### config.mk
export PLATFORM = sky130hd
export DESIGN_NAME = writeback_stage
export DESIGN_NICKNAME = d
export VERILOG_FILES = /design/src/rtl/writeback_stage.sv
export SDC_FILE = /design/constraint.sdc
export NUM_CORES = 1
export LEC_CHECK = 0
export ABC_AREA = 1
export ABC_CLOCK_PERIOD_IN_PS = 5300
export CORE_AREA = 4 4 189 191
export DETAILED_ROUTE_END_ITERATION = 16
export DIE_AREA = 0 0 193 195
export PLACE_DENSITY = 0.77
export SYNTH_ARGS = -nofsm -noshare
export SYNTH_HDL_FRONTEND = slang
export SYNTH_SLANG_ARGS = --single-unit
### constraint.sdc
create_clock -name clk -period 5.3 [get_ports clk]
set_input_delay 1.06 -clock clk [delete_from_list [all_inputs] [get_ports clk]]
set_output_delay 1.06 -clock clk [all_outputs]
set_load 0.01 [all_outputs]
### src/rtl/writeback_stage.sv
//==============================================================================
// writeback_stage : merges ALU results with queued, aligned load returns onto
//                   the single register-file write port.
// Optional feature macro: WB_FORWARD_EN (bypass of the pending write to op1/op2)
// Revision: 1.0 - initial release
//==============================================================================
`default_nettype none

module writeback_stage #(
  parameter int XLEN  = 64,
  parameter int DEPTH = 2
) (
  input  logic            clk,
  input  logic            rst_n,
  input  logic            alu_valid,
  input  logic [4:0]      alu_rd,
  input  logic [XLEN-1:0] alu_data,
  input  logic            ld_valid,
  output logic            ld_ready,
  input  logic [4:0]      ld_rd,
  input  logic [2:0]      ld_funct3,
  input  logic [2:0]      ld_addr_lo,
  input  logic [XLEN-1:0] ld_data,
  output logic [4:0]      rd,
  output logic [XLEN-1:0] rd_in,
  output logic            rd_we,
  output logic            busy,
  input  logic [4:0]      rs1,
  input  logic [4:0]      rs2,
  input  logic [XLEN-1:0] rf_out1,
  input  logic [XLEN-1:0] rf_out2,
  output logic [XLEN-1:0] op1,
  output logic [XLEN-1:0] op2
);

  localparam int PTR_W = (DEPTH > 1) ? $clog2(DEPTH) : 1;
  localparam int CNT_W = $clog2(DEPTH + 1);

  logic [4:0]       q_rd   [DEPTH];
  logic [XLEN-1:0]  q_data [DEPTH];
  logic [PTR_W-1:0] wr_ptr, rd_ptr;
  logic [CNT_W-1:0] count;
  logic             full, empty, push, pop;
  logic [5:0]       shamt;
  logic [XLEN-1:0]  shifted, ext_data;

  assign full     = (count == CNT_W'(DEPTH));
  assign empty    = (count == '0);
  assign ld_ready = !full;
  assign busy     = !empty;
  assign push     = ld_valid && !full;
  assign pop      = !alu_valid && !empty;

  function automatic logic [PTR_W-1:0] ptr_inc(input logic [PTR_W-1:0] p);
    return (p == PTR_W'(DEPTH - 1)) ? '0 : p + PTR_W'(1);
  endfunction

  // Low address bits below the access size are dropped before selecting the lane.
  always_comb begin
    shamt = 6'd0;
    case (ld_funct3[1:0])
      2'b00:   shamt = {ld_addr_lo, 3'b000};
      2'b01:   shamt = {ld_addr_lo[2:1], 4'b0000};
      2'b10:   shamt = {ld_addr_lo[2], 5'b00000};
      default: shamt = 6'd0;
    endcase
  end

  assign shifted = ld_data >> shamt;

  always_comb begin
    ext_data = ld_data;
    case (ld_funct3)
      3'b000:  ext_data = {{(XLEN-8){shifted[7]}}, shifted[7:0]};
      3'b100:  ext_data = {{(XLEN-8){1'b0}}, shifted[7:0]};
      3'b001:  ext_data = {{(XLEN-16){shifted[15]}}, shifted[15:0]};
      3'b101:  ext_data = {{(XLEN-16){1'b0}}, shifted[15:0]};
      3'b010:  ext_data = {{(XLEN-32){shifted[31]}}, shifted[31:0]};
      3'b110:  ext_data = {{(XLEN-32){1'b0}}, shifted[31:0]};
      default: ext_data = ld_data;
    endcase
  end

  always_ff @(posedge clk) begin
    if (push) begin
      q_rd[wr_ptr]   <= ld_rd;
      q_data[wr_ptr] <= ext_data;
    end
  end

  always_ff @(posedge clk or negedge rst_n) begin
    if (!rst_n) begin
      wr_ptr <= '0;
      rd_ptr <= '0;
      count  <= '0;
    end else begin
      if (push) wr_ptr <= ptr_inc(wr_ptr);
      if (pop)  rd_ptr <= ptr_inc(rd_ptr);
      case ({push, pop})
        2'b10:   count <= count + CNT_W'(1);
        2'b01:   count <= count - CNT_W'(1);
        default: count <= count;
      endcase
    end
  end

  // ALU owns the port whenever valid; writes to x0 still consume their slot.
  always_ff @(posedge clk or negedge rst_n) begin
    if (!rst_n) begin
      rd    <= '0;
      rd_in <= '0;
      rd_we <= 1'b0;
    end else if (alu_valid) begin
      rd    <= alu_rd;
      rd_in <= alu_data;
      rd_we <= (alu_rd != 5'd0);
    end else if (!empty) begin
      rd    <= q_rd[rd_ptr];
      rd_in <= q_data[rd_ptr];
      rd_we <= (q_rd[rd_ptr] != 5'd0);
    end else begin
      rd_we <= 1'b0;
    end
  end

`ifdef WB_FORWARD_EN
  assign op1 = (rd_we && (rd == rs1) && (rs1 != 5'd0)) ? rd_in : rf_out1;
  assign op2 = (rd_we && (rd == rs2) && (rs2 != 5'd0)) ? rd_in : rf_out2;
`else
  logic unused_rs;
  assign unused_rs = ^{rs1, rs2};
  assign op1 = rf_out1;
  assign op2 = rf_out2;
`endif

endmodule

`default_nettype wire

**Run 1: cells by drive strength**

Scale bar: 50 um.
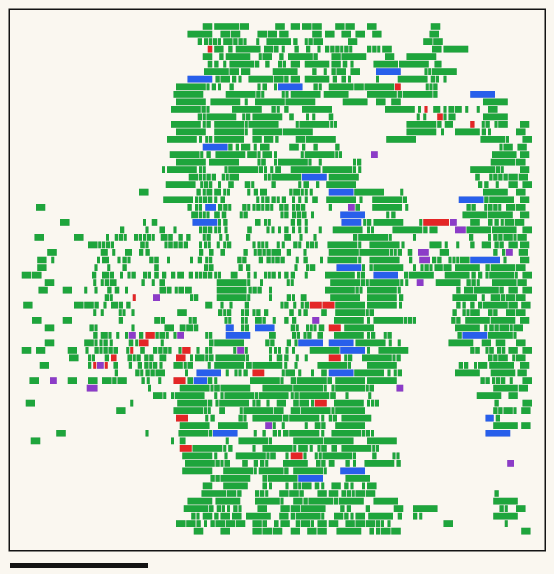
[purple] drive 3 to 4 | cells: 19 | share: 1.3%
[red] drive 2 | cells: 25 | share: 1.8%
[blue] drive 6 and up | cells: 30 | share: 2.1%
[green] drive 1 or less | cells: 1336 | share: 95%

**Run 1: selected gate families**

Scale bar: 50 um.
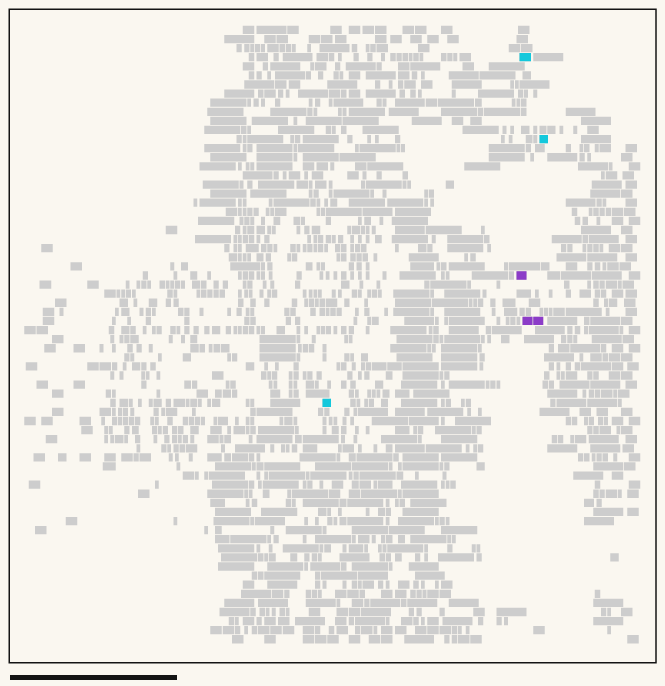
[cyan] AND-OR and OR-AND gates | cells: 3
[purple] XOR/XNOR gates | cells: 3 | most used: xnor2_1

**Run 1: track usage over the die**

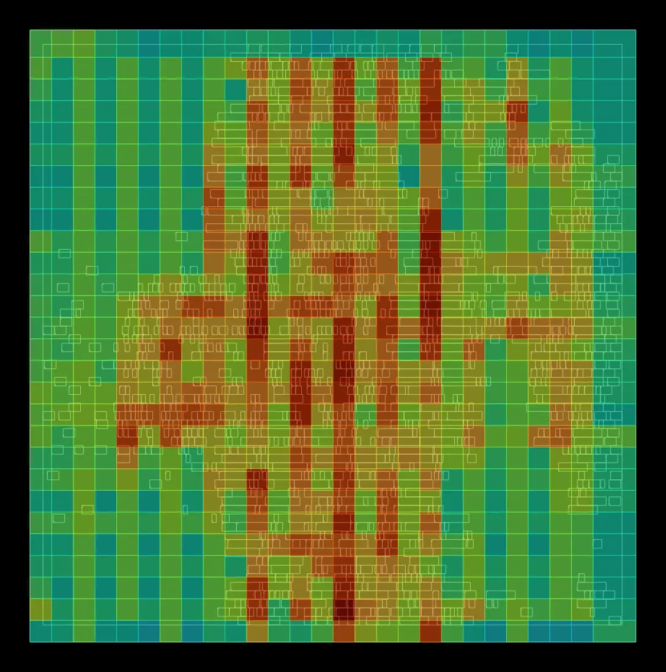
final core occ: 40.7%
drt wl/cell: 19.2 um
GR Layer Usage met3: 4.04%

**Run 1: sequential cells grouped by signal name**

Scale bar: 50 um. Other sequential cells in the stronger gray, the rest of the logic in the fainter gray.
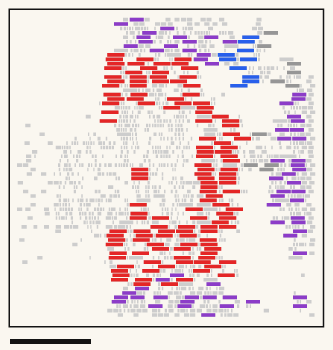
[purple] rd_in | flops: 64
[red] q_data | flops: 128
[blue] q_rd | flops: 10 | where: upper right
not colored: 10

[run 1: where the power goes]
group / switching (mW) / internal (mW) / total, mW
clock: 0.639 / 0.862 / 1.50
sequential: 0.184 / 2.33 / 2.52
combinational: 1.18 / 0.817 / 2.00
total: 2.00 / 4.01 / 6.02
[run 1: critical path, cell delays in order]
cell and delay, ns:
clkdlybuf4s50_1 0.61, nor2_4 0.17, nand2_2 0.43, buf_4 0.52, nand2_1 0.12, a21oi_2 0.18
nand3_2 0.63, nand4_1 0.41
[run 1: Yosys cell counts (2+ instances only)]
| cell | n | area, sq um |
|---|---|---|
| o21ai_1 | 8 | 40.0 |
| a21oi_1 | 150 | 751 |
| nand3_2 | 3 | 30.0 |
| buf_6 | 9 | 101 |
| dfrtp_1 | 74 | 1850 |
| nand3b_1 | 6 | 45.0 |
| buf_2 | 33 | 165 |
| buf_4 | 136 | 1020 |
| clkbuf_1 | 36 | 135 |
| nor2_1 | 16 | 60.1 |
| nand3_1 | 103 | 515 |
| nand4_1 | 38 | 238 |
| buf_1 | 5 | 18.8 |
| edfxtp_1 | 138 | 4140 |
| nand4_2 | 10 | 125 |
| nand2_1 | 395 | 1480 |
| inv_2 | 4 | 15.0 |
| xnor2_1 | 2 | 17.5 |
| or2_2 | 2 | 12.5 |
| o21ai_0 | 93 | 465 |
| o211ai_1 | 16 | 120 |
| inv_1 | 63 | 236 |
[run 1: per-layer routing]
layer / vias to the layer above / track usage [%]
li1: 4550 / -
met1: 4700 / 24.0
met2: 488 / 28.6
met3: 114 / 4.04
met4: 12 / 6.37
met5: - / 0
[run 1: final cells by class]
class | instances | area (sq um) | area share (%)
multi-input cells | 858 | 4060 | 29.2
repair buffers | 233 | 2320 | 16.7
clock buffers | 28 | 604 | 4.35
inverters | 67 | 251 | 1.81
flip-flops and latches | 212 | 6000 | 43.2
diodes | 1 | 2.50 | 0.0180
well taps | 455 | 569 | 4.10
clock inverters | 12 | 95.1 | 0.684
[run 1: cells by family after synthesis]
family          share of synthesized area (%)
compound gates                           12.2
mux                                    0.0854
flops                                    51.2
fa+ha+maj                               0.107
xor+xnor                                0.224
buf+inv                                  14.4
simple gates                             21.8
[run 1: path summary, 6_finish.rpt]
| path | slack [ns] | to | start | cells after the start |
|---|---|---|---|---|
| max in group asynchronous | 3.89 | rd_ptr | rst_n | 1 |
| setup / recovery | 1.46 | q_data[0][63] | ld_funct3[1] | 8 |
| hold reg to reg | 0.48 | rd_in[51] | rd_in[51] | 2 |
| setup reg to reg | 2.58 | rd_in[50] | rd_ptr | 7 |
| hold / removal | 0.48 | rd_in[51] | rd_in[51] | 2 |
| min in group asynchronous | 0.72 | rd_in[52] | rst_n | 1 |
[run 1: metrics by stage]
step	std cells	instance area, sq um	total power, mW
2_1_floorplan	1356	11700	3.68
3_3_place_gp	1825	13200	4.50
3_5_place_dp	1825	13200	4.56
4_1_cts	1865	13900	6.06
5_1_grt	1866	13900	6.36
6_report	1866	13900	6.02
[run 1: registers in the layout (all words and copies together) (netlist names)]
| register | cells |
|---|---|
| rd | 5 |
| q_data | 128 |
| count | 2 |
| rd_in | 64 |
| wr_ptr | 1 |
| rd_ptr | 1 |
| q_rd | 10 |
| rd_we | 1 |
==> impl_metrics.py, run 1 <==
# Auto-generated metrics
metrics = {
    "yosys": {
        "ys_area_sq_um": 11700,
        "yosys_most_used_dff": "edfxtp_1",
        "syn_area_sq_um": 11700,
        "ys.flops": 212,
        "ys_warn_count": 0,
        "ys_cells": 1356,
        "ys_types": 38,
        "synthArstFlopShare_pct": 34.9,
        "fp_nets": 1643,
        "edf_count": 138,
        "ys_seq_share_pct": 51.2,
        "avgSynthCellArea_sq_um": 8.64,
        "syn-instance-count": 1356,
    },
    "final_layout": {
        "lay_top_count": "nand2_1",
        "synthToLayoutAreaGrowth_pct": 18.5,
        "final_cell_mix": "nand2_1, clkdlybuf4s50_1, a21oi_1, edfxtp_1, nand3_1",
        "fillers": 3337,
        "layout-drive-gt1-share_pct": 5.25,
        "nNetsFinal": 1681,
    },
    "final_timing": {
        "fin_crit_ns": 3.84,
        "finalCritPeriodShare_pct": 72.4,
        "setup_viol": 0,
        "grt_setup_unrepaired": "false",
        "final_hold_viol_count": 0,
        "finalSetupTns_ns": 0,
        "setup_ws_ns": 1.46,
        "slew_headroom_pct": 29.4,
        "maxSlewViolCount": 0,
        "max_freq_mhz": 260,
        "finalClockSkew_ns": 0.0117,
        "worst_pin_slew_ns": 1.06,
        "holdWs_ns": 0.484,
    },
    "detailed_routing": {
        "maxUsedRoutingLayer": "met5",
        "wl_met2_um": 16500,
        "wl_met3_um": 3120,
        "ant_nets": 0,
        "drtPass1Iterations": 5,
        "drc": 0,
        "vias_per_cell": 5.29,
        "met1Wirelength_um": 14900,
        "vias": 9864,
        "routed_wl_um": 35900,
        "drt-initial-drc-count": 1034,
    },
    "cts": {
        "cts_sinks": 212,
        "cts_made_buffers": 22,
        "cts_resized": 0,
        "ctsHtreeMaxLevel": 1,
        "hold_buffers": 0,
        "clk_pin_slew_worst_paths_ns": 0.06,
        "clk_latency_ns": 0.50,
        "cts-root-buf": "clkbuf_16",
        "cts_tree": "built",
        "clockBufferDepth": 3,
        "post-cts-setup-buffer-count": 0,
    },
    "run_status": {
        "outcome": "complete, no violations",
    },
    "floorplan": {
        "fp-row-count": 68,
        "die_area_sq_um": 37600,
        "die_h_um": 195,
        "fp_util_pct": 34.4,
        "die_w_um": 193,
        "core_area_sq_um": 34100,
        "io_pins": 486,
    },
    "job": {
        "warnings": 36,
        "max-cap-violations": 0,
    },
    "global_routing": {
        "grt_max_degree": 89,
        "grt_pass1_wl_um": 53300,
        "grt_pass1_vias": 9325,
        "grt-ovfl-total": 0,
        "antenna_found_initial": 7,
        "grt.total_usage_pct": 17.9,
    },
    "setup_path": {
        "cp.arrival_ns": 4.15,
        "required_ns": 5.61,
        "critical_path_class": "input pin to flop",
        "setup.worst_path.start_class": "input pin",
        "setup.worst_path.end_class": "flop",
        "worst-path-max-fanout": 49,
    },
    "power_and_ir_drop": {
        "vdd_drop_max_mv": 0.258,
        "static-leakage-power_nw": 5.52,
        "p_per_area_nw_per_um2": 433,
    },
    "placement": {
        "pre_cts_ws_ns": 1.01,
        "io_buffers": 219,
        "hpwl_um": 24800,
        "gp_congestion": 0.932,
    },
    "min_path": {
        "hold_path_class": "flop to flop",
    },
}
**Run 1: cells colored by class**

Scale bar: 50 um.
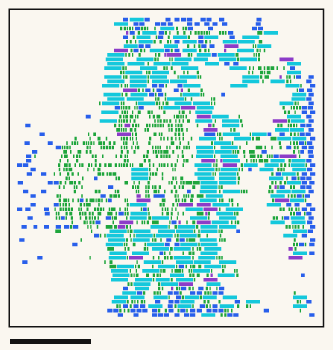

==> inputs of run 2 (changes only) <==
==> config.mk (replaced) <==
export PLATFORM = sky130hd
export DESIGN_NAME = writeback_stage
export DESIGN_NICKNAME = d
export VERILOG_FILES = /design/src/rtl/writeback_stage.sv
export SDC_FILE = /design/constraint.sdc
export NUM_CORES = 1
export LEC_CHECK = 0
export ABC_AREA = 1
export ABC_CLOCK_PERIOD_IN_PS = 3500
export CORE_AREA = 4 4 187 189
export DETAILED_ROUTE_END_ITERATION = 16
export DIE_AREA = 0 0 191 193
export PLACE_DENSITY = 0.81
export SYNTH_ARGS = -nofsm -noshare
export SYNTH_HDL_FRONTEND = slang
export SYNTH_SLANG_ARGS = --single-unit
==> constraint.sdc (replaced) <==
create_clock -name clk -period 3.5 [get_ports clk]
set_input_delay 0.7 -clock clk [delete_from_list [all_inputs] [get_ports clk]]
set_output_delay 0.7 -clock clk [all_outputs]
set_load 0.01 [all_outputs]
**Run 2: cells colored by class**

Scale bar: 50 um.
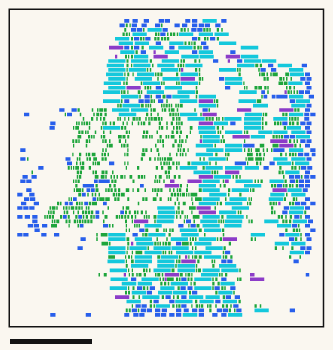
[green] all other logic | cells: 925 | share of their area: 32%
[purple] clock drivers and dummy loads | cells: 40 | share of their area: 5.5%
[blue] other buffers and delay cells | cells: 245 | share of their area: 18%
[cyan] flip-flops | cells: 212 | share of their area: 44%

==> run 2 against run 1 <==
Compared with the run above:
- sequential share of layout area shrank 0.54 points
- setup slack lost 0.52 ns
- final cell count grew 0.43%
- wire length grew 1.1%
- clock skew grew 0.0094 ns
- combinational power grew 52%
- non-clock buffer count grew 12
- via count shrank 1.7%
- global-route usage grew 0.75 points
- die size shrank 2.1%
- clock power grew 57%
- critical path depth is the same
- critical endpoint is now q_data[1][58]
- largest power group unchanged
==> impl_metrics.py, run 2 <==
# Auto-generated metrics
metrics = {
    "job": {
        "max-cap-violations": 0,
        "warnings": 39,
    },
    "yosys": {
        "synth.area.mux_share_pct": 0.0854,
        "avgSynthCellArea_sq_um": 8.64,
        "logic_family": "simple AND/OR/NAND/NOR gates",
        "yosysTopAreaCellShare_pct": 35.4,
        "edf_count": 138,
        "synth-xor-area-share_pct": 0.224,
        "yosys.area_share.aoi_pct": 12.2,
        "ys_area_sq_um": 11700,
        "syn_area_sq_um": 11700,
        "synth_area_leader_cell": "edfxtp_1",
        "synth_top_cell_by_count": "nand2_1",
        "synthArstFlopShare_pct": 34.9,
        "synthSimpleGateAreaFrac_pct": 21.8,
        "ys.flops": 212,
        "syn-instance-count": 1356,
        "yosys_most_used_dff": "edfxtp_1",
        "fp_nets": 1643,
        "ys_seq_share_pct": 51.2,
        "ys_warn_count": 0,
        "area_leaders": "edfxtp_1, dfrtp_1, nand2_1",
        "ys_cells": 1356,
        "ys_types": 38,
        "synthAdderAreaFrac_pct": 0.107,
        "top_cells_by_count": "nand2_1, a21oi_1, edfxtp_1",
    },
    "run_status": {
        "outcome": "complete, no violations",
    },
    "detailed_routing": {
        "vias_per_cell": 5.17,
        "drt-initial-drc-count": 963,
        "routed_wl_um": 36200,
        "drc": 0,
        "ant_nets": 0,
        "vias": 9695,
        "drtPass1Iterations": 5,
        "routedWlPerCell_um": 19.3,
    },
    "floorplan": {
        "io_pins": 486,
        "die_w_um": 191,
        "die_area_sq_um": 36900,
        "die_h_um": 193,
        "fp-row-count": 67,
        "core_area_sq_um": 33300,
        "fp_util_pct": 35.2,
    },
    "final_timing": {
        "max_freq_mhz": 390,
        "setup_viol": 0,
        "fin_crit_ns": 2.56,
        "slew_headroom_pct": 33.6,
        "final_hold_viol_count": 0,
        "finalSetupTns_ns": 0,
        "grt_setup_unrepaired": "false",
        "setup_ws_ns": 0.937,
        "worst_pin_slew_ns": 0.995,
        "holdWs_ns": 0.357,
        "finalCritPeriodShare_pct": 73.2,
        "finalClockSkew_ns": 0.0211,
        "maxSlewViolCount": 0,
    },
    "placement": {
        "io_buffers": 219,
        "placed_cell_area_sq_um": 13300,
        "pre_cts_ws_ns": 0.457,
        "placedCellCount": 1830,
        "gp_congestion": 0.944,
        "hpwl_um": 25600,
    },
    "final_layout": {
        "final_util_pct": 42.3,
        "largest_register_ffs": 128,
        "largest_registers": "q_data (128), rd_in (64), q_rd (10)",
        "lay_top_count": "nand2_1",
        "synthToLayoutAreaGrowth_pct": 20.0,
        "largest_register": "q_data",
        "design_area_sq_um": 14100,
        "layout-drive-gt1-share_pct": 6.19,
        "final_cell_mix": "nand2_1, clkdlybuf4s50_1, a21oi_1, edfxtp_1, nand3_1",
        "final_cells": 1874,
        "nNetsFinal": 1693,
    },
    "cts": {
        "clk_latency_ns": 0.50,
        "post-cts-setup-buffer-count": 0,
        "cts_made_buffers": 22,
        "hold_buffers": 0,
        "cts_resized": 0,
        "ctsHtreeMaxLevel": 1,
        "cts_sinks": 212,
        "cts_tree": "built",
        "clockBufferDepth": 3,
        "cts-root-buf": "clkbuf_16",
        "clk_pin_slew_worst_paths_ns": 0.06,
    },
    "setup_path": {
        "worst-path-max-fanout": 38,
        "required_ns": 3.71,
        "critical_path_class": "input pin to flop",
        "crit_path_start": "ld_addr_lo[0]",
        "setup.worst_path.end_class": "flop",
        "setup.worst_path.start_class": "input pin",
        "rr_startpoint": "rd_ptr",
        "cp.arrival_ns": 2.77,
    },
    "global_routing": {
        "grt_pass1_vias": 9485,
        "grt_max_degree": 119,
        "grt.total_usage_pct": 18.7,
        "grt_pass1_wl_um": 54400,
        "grt-ovfl-total": 0,
        "antenna_found_initial": 4,
    },
    "power_and_ir_drop": {
        "vdd_drop_max_mv": 0.316,
        "p_total_mw": 9.21,
        "static-leakage-power_nw": 5.62,
        "p_per_area_nw_per_um2": 655,
    },
    "min_path": {
        "hold_path_class": "input pin to asynchronous set/reset pin",
    },
}
**Run 2: selected gate families**

Scale bar: 50 um.
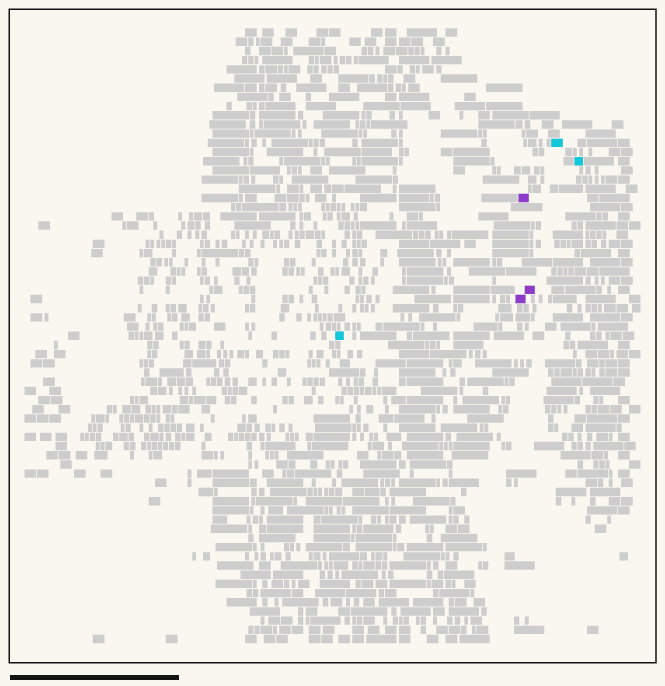
[purple] XOR/XNOR gates | cells: 3 | most used: xnor2_1
[cyan] AND-OR and OR-AND gates | cells: 3

run 2: kinds of logic after synthesis:
family,Yosys count
adder cells (fa/ha/maj),1
AND/OR/NAND/NOR,579
multiplexers,1
XOR/XNOR,3
flip-flops,212
buffers and inverters,286
AND-OR/OR-AND,274
run 2: routing by layer:
metal | global-route usage, % | share of wire (%) | vias up
met4 | 6.93 | 3.3 | 4
met5 | 0 | 0.066 | -
met2 | 30.8 | 47 | 457
li1 | - | - | 4585
met3 | 4.84 | 9.0 | 107
met1 | 23.9 | 41 | 4542
run 2: path summary, 6_finish.rpt:
path                                      end  slack, ns  cells past startpoint
worst max-delay path            q_data[1][58]       0.94                      8
worst min-delay path                rd_in[48]       0.36                      1
worst max register to register       rd_in[5]       1.64                      6
worst min register to register      rd_in[44]       0.48                      2
max in group asynchronous              rd_ptr       2.41                      1
min in group clk                    rd_in[44]       0.48                      2
run 2: worst max-delay path, cell delays in order:
cell and delay [ns]:
clkdlybuf4s50_1 0.68, nand2_2 0.23, buf_4 0.31, nand2_1 0.12, a21oi_2 0.07, nand3_2 0.07, buf_4 0.36, nand4_1 0.20
run 2: layout make-up:
type	instances	area, sq um
Antenna cell	4	10.0
Clock buffer	26	587
Clock inverter	14	151
Fill cell	3179	19200
Inverter	67	251
Multi-Input combinational cell	858	4060
Sequential cell	212	6000
Tap cell	448	561
Timing Repair Buffer	245	2460
run 2: where the power goes:
part / internal, mW / leakage (nW) / switching (mW)
logic: 1.27 / 3.06 / 1.77
clock network: 1.42 / 0.359 / 0.933
registers: 3.53 / 2.20 / 0.289
total: 6.22 / 5.62 / 2.99
**Run 2: cells by drive strength**

Scale bar: 50 um.
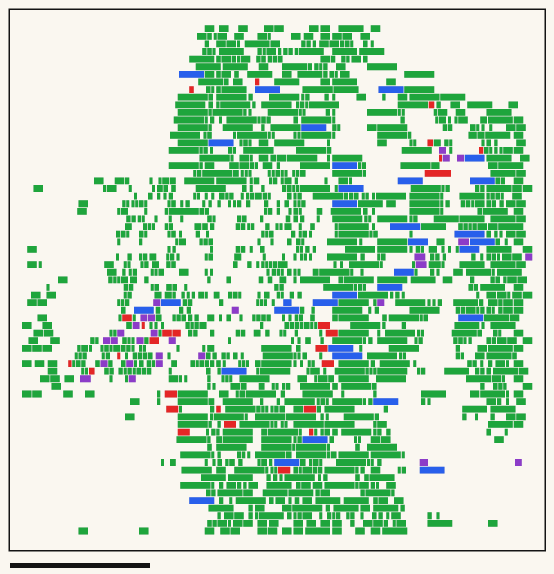

==> inputs of run 3 (changes only) <==
==> config.mk (replaced) <==
export PLATFORM = sky130hd
export DESIGN_NAME = writeback_stage
export DESIGN_NICKNAME = d
export VERILOG_FILES = /design/src/rtl/writeback_stage.sv
export SDC_FILE = /design/constraint.sdc
export NUM_CORES = 1
export LEC_CHECK = 0
export ABC_AREA = 1
export ABC_CLOCK_PERIOD_IN_PS = 2410
export CORE_AREA = 4 4 189 191
export DETAILED_ROUTE_END_ITERATION = 16
export DIE_AREA = 0 0 193 195
export PLACE_DENSITY = 0.77
export SYNTH_ARGS = -nofsm -noshare
export SYNTH_HDL_FRONTEND = slang
export SYNTH_SLANG_ARGS = --single-unit
==> constraint.sdc (replaced) <==
create_clock -name clk -period 2.41 [get_ports clk]
set_input_delay 0.482 -clock clk [delete_from_list [all_inputs] [get_ports clk]]
set_output_delay 0.482 -clock clk [all_outputs]
set_load 0.01 [all_outputs]
**Run 3: cells by drive strength**

Scale bar: 50 um.
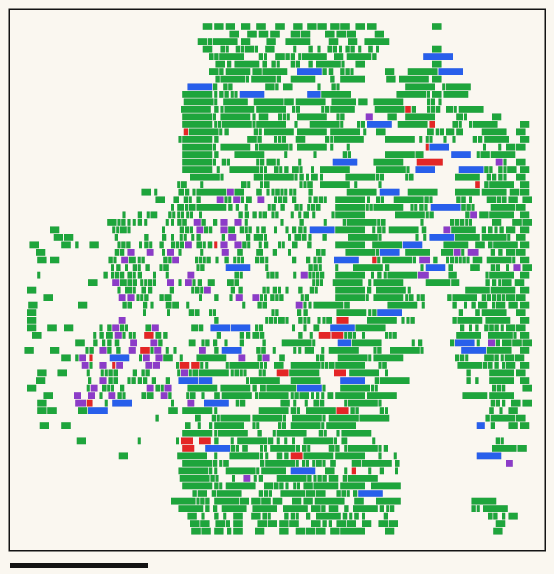
[green] drive 1 or less | cells: 1332 | share: 90%
[purple] drive 3 to 4 | cells: 73 | share: 5.0%
[red] drive 2 | cells: 26 | share: 1.8%
[blue] drive 6 and up | cells: 42 | share: 2.9%

==> run 3 against run 2 <==
Compared with the run above:
- hold slack got worse by 0.32 ns
- die size up 2.1%
- total power rose by 45%
- sequential share of layout area decreased by 1.4 points
- synthesized cell count unchanged
- utilization is 0.35 points higher
- first-iteration DRC count is 8.6% lower
- critical path type is now flop to output pin
- largest power group unchanged
==> impl_metrics.py, run 3 <==
# Auto-generated metrics
metrics = {
    "final_timing": {
        "final_hold_viol_count": 0,
        "maxSlewViolCount": 0,
        "holdWs_ns": 0.0404,
        "fin_crit_ns": 2.14,
        "grt_setup_unrepaired": "false",
        "slew_headroom_pct": 52.4,
        "finalClockSkew_ns": 0.0122,
        "max_freq_mhz": 468,
        "finalCritPeriodShare_pct": 88.6,
        "setup_viol": 0,
        "worst_pin_slew_ns": 0.713,
    },
    "final_layout": {
        "synthToLayoutAreaGrowth_pct": 24.1,
        "final_util_pct": 42.6,
        "largest_registers": "q_data (128), rd_in (64), q_rd (10)",
        "largest_register": "q_data",
        "final_cells": 1931,
        "design_area_sq_um": 14500,
        "lay_top_count": "nand2_1",
        "nNetsFinal": 1746,
        "final_cell_mix": "nand2_1, clkdlybuf4s50_1, a21oi_1, edfxtp_1, nand3_1",
        "layout-drive-gt1-share_pct": 9.57,
        "largest_register_ffs": 128,
    },
    "yosys": {
        "synth_area_leader_cell": "edfxtp_1",
        "ys_cells": 1356,
        "area_leaders": "edfxtp_1, dfrtp_1, nand2_1",
        "top_cells_by_count": "nand2_1, a21oi_1, edfxtp_1",
        "syn_area_sq_um": 11700,
        "ys_types": 38,
        "synth_top_cell_by_count": "nand2_1",
        "yosysTopAreaCellShare_pct": 35.4,
        "edf_count": 138,
        "syn-instance-count": 1356,
        "avgSynthCellArea_sq_um": 8.64,
        "fp_nets": 1643,
        "ys_seq_share_pct": 51.2,
        "yosys_most_used_dff": "edfxtp_1",
        "synthArstFlopShare_pct": 34.9,
        "ys_warn_count": 0,
        "ys_area_sq_um": 11700,
        "ys.flops": 212,
    },
    "global_routing": {
        "grt_max_degree": 97,
        "grt-ovfl-total": 0,
        "grt.total_usage_pct": 18.4,
        "grt_pass1_wl_um": 54600,
        "antenna_found_initial": 4,
        "grt_pass1_vias": 9579,
    },
    "detailed_routing": {
        "drc": 0,
        "ant_nets": 0,
        "routedWlPerCell_um": 18.7,
        "drtPass1Iterations": 6,
        "vias": 9936,
        "routed_wl_um": 36200,
        "vias_per_cell": 5.15,
        "drt-initial-drc-count": 880,
    },
    "setup_path": {
        "worst-path-max-fanout": 5,
        "critical_path_class": "flop to output pin",
        "rr_worst_depth": 5,
        "cp.arrival_ns": 1.65,
        "setup.worst_path.end_class": "output pin",
        "required_ns": 1.93,
        "setup.worst_path.start_class": "flop",
    },
    "cts": {
        "clockBufferDepth": 3,
        "ctsHtreeMaxLevel": 1,
        "cts_made_buffers": 21,
        "cts_resized": 0,
        "clk_pin_slew_worst_paths_ns": 0.06,
        "cts_sinks": 212,
        "cts_tree": "built",
        "hold_buffers": 0,
        "post-cts-setup-buffer-count": 0,
        "clk_latency_ns": 0.49,
        "cts-root-buf": "clkbuf_16",
    },
    "power_and_ir_drop": {
        "p_total_mw": 13.4,
        "vdd_drop_max_mv": 0.494,
        "p_per_area_nw_per_um2": 920,
        "static-leakage-power_nw": 5.89,
    },
    "job": {
        "max-cap-violations": 0,
        "warnings": 37,
    },
    "floorplan": {
        "fp-row-count": 68,
        "die_w_um": 193,
        "fp_util_pct": 34.4,
        "die_h_um": 195,
        "io_pins": 486,
        "die_area_sq_um": 37600,
        "core_area_sq_um": 34100,
    },
    "placement": {
        "gp_congestion": 0.892,
        "hpwl_um": 26600,
        "placed_cell_area_sq_um": 13800,
        "io_buffers": 219,
        "placedCellCount": 1891,
    },
    "run_status": {
        "outcome": "complete, no violations",
    },
    "min_path": {
        "hold_path_class": "input pin to asynchronous set/reset pin",
    },
}
**Run 3: cells colored by class**

Scale bar: 50 um.
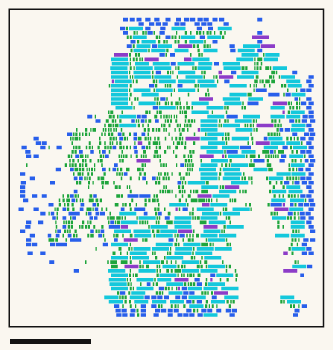
[green] all other logic | cells: 925 | share of their area: 31%
[cyan] flip-flops | cells: 212 | share of their area: 43%
[purple] clock drivers and dummy loads | cells: 37 | share of their area: 4.9%
[blue] other buffers and delay cells | cells: 299 | share of their area: 21%

==> run 3: netlist changes by cell type in the layout (fill, tap and decap cells not counted), moves of 2 or more <==
cell       before  now
buf_12          6   15
buf_4          22   67
clkbuf_16      23   21
clkbuf_8        0    3
clkinv_1        3    1
==> run 3: final timing paths <==
check,from,to,slack [ns]
max,count[0],busy,0.27
max reg2reg,count[0],rd_in[41],0.63
min reg2reg,rd_in[52],rd_in[52],0.48
max in group asynchronous,rst_n,rd_in[52],1.64
min in group clk,alu_valid,rd_in[30],0.45
min,rst_n,rd_in[50],0.04
==> run 3: final cells by class <==
class                   count  area (sq um)
clock buffers              27           578
flip-flops and latches    212          6000
repair buffers            299          2980
multi-input cells         858          4060
fillers                  3323         19600
inverters                  67           251
well taps                 455           569
clock inverters            10           109
diodes                      3          7.51
==> run 3: per-layer routing <==
layer | vias to the layer above | part of all wire [%] | track usage, %
li1 | 4683 | - | -
met1 | 4666 | 42 | 25.1
met2 | 459 | 46 | 28.3
met3 | 126 | 8.6 | 3.83
met4 | 2 | 4.2 | 8.13
met5 | - | 0.036 | 0
==> run 3: logic make-up (layout without fill, tap and decap cells) <==
family,Yosys count,in the layout,synth area share [%]
xor gates and xnor gates,3,3,0.224
DFF,212,212,51.2
muxes,1,1,0.0854
adders and majority gates,1,1,0.107
buffers and inverters,286,403,14.4
AOI/OAI and AO/OA,274,274,12.2
other,0,3,0
and+or+nand+nor,579,579,21.8
==> run 3: metrics by stage <==
| stage | setup slack, ns | TNS (ns) |
|---|---|---|
| 5_1_grt | 0.151 | 0 |
| 6_report | 0.275 | 0 |
| 3_5_place_dp | -0.201 | -16.70 |
| 3_3_place_gp | -0.181 | -14.04 |
| 4_1_cts | 0.242 | 0 |
| 2_1_floorplan | -0.523 | -71.21 |
==> run 3: power breakdown <==
| group | leakage (nW) | internal (mW) | total, mW | switching (mW) |
|---|---|---|---|---|
| clock network | 0.338 | 1.91 | 3.27 | 1.36 |
| registers | 2.20 | 5.12 | 5.54 | 0.428 |
| logic | 3.36 | 1.99 | 4.57 | 2.57 |
| total | 5.89 | 9.03 | 13.4 | 4.36 |
==> run 3: worst max-delay path, stage by stage (launching register included) <==
cell and delay (ns):
dfrtp_1 0.41, nor2_1 0.08, inv_1 0.11, clkdlybuf4s50_1 0.56
Power figures rest on the tool's default switching activity, not on a simulated workload.
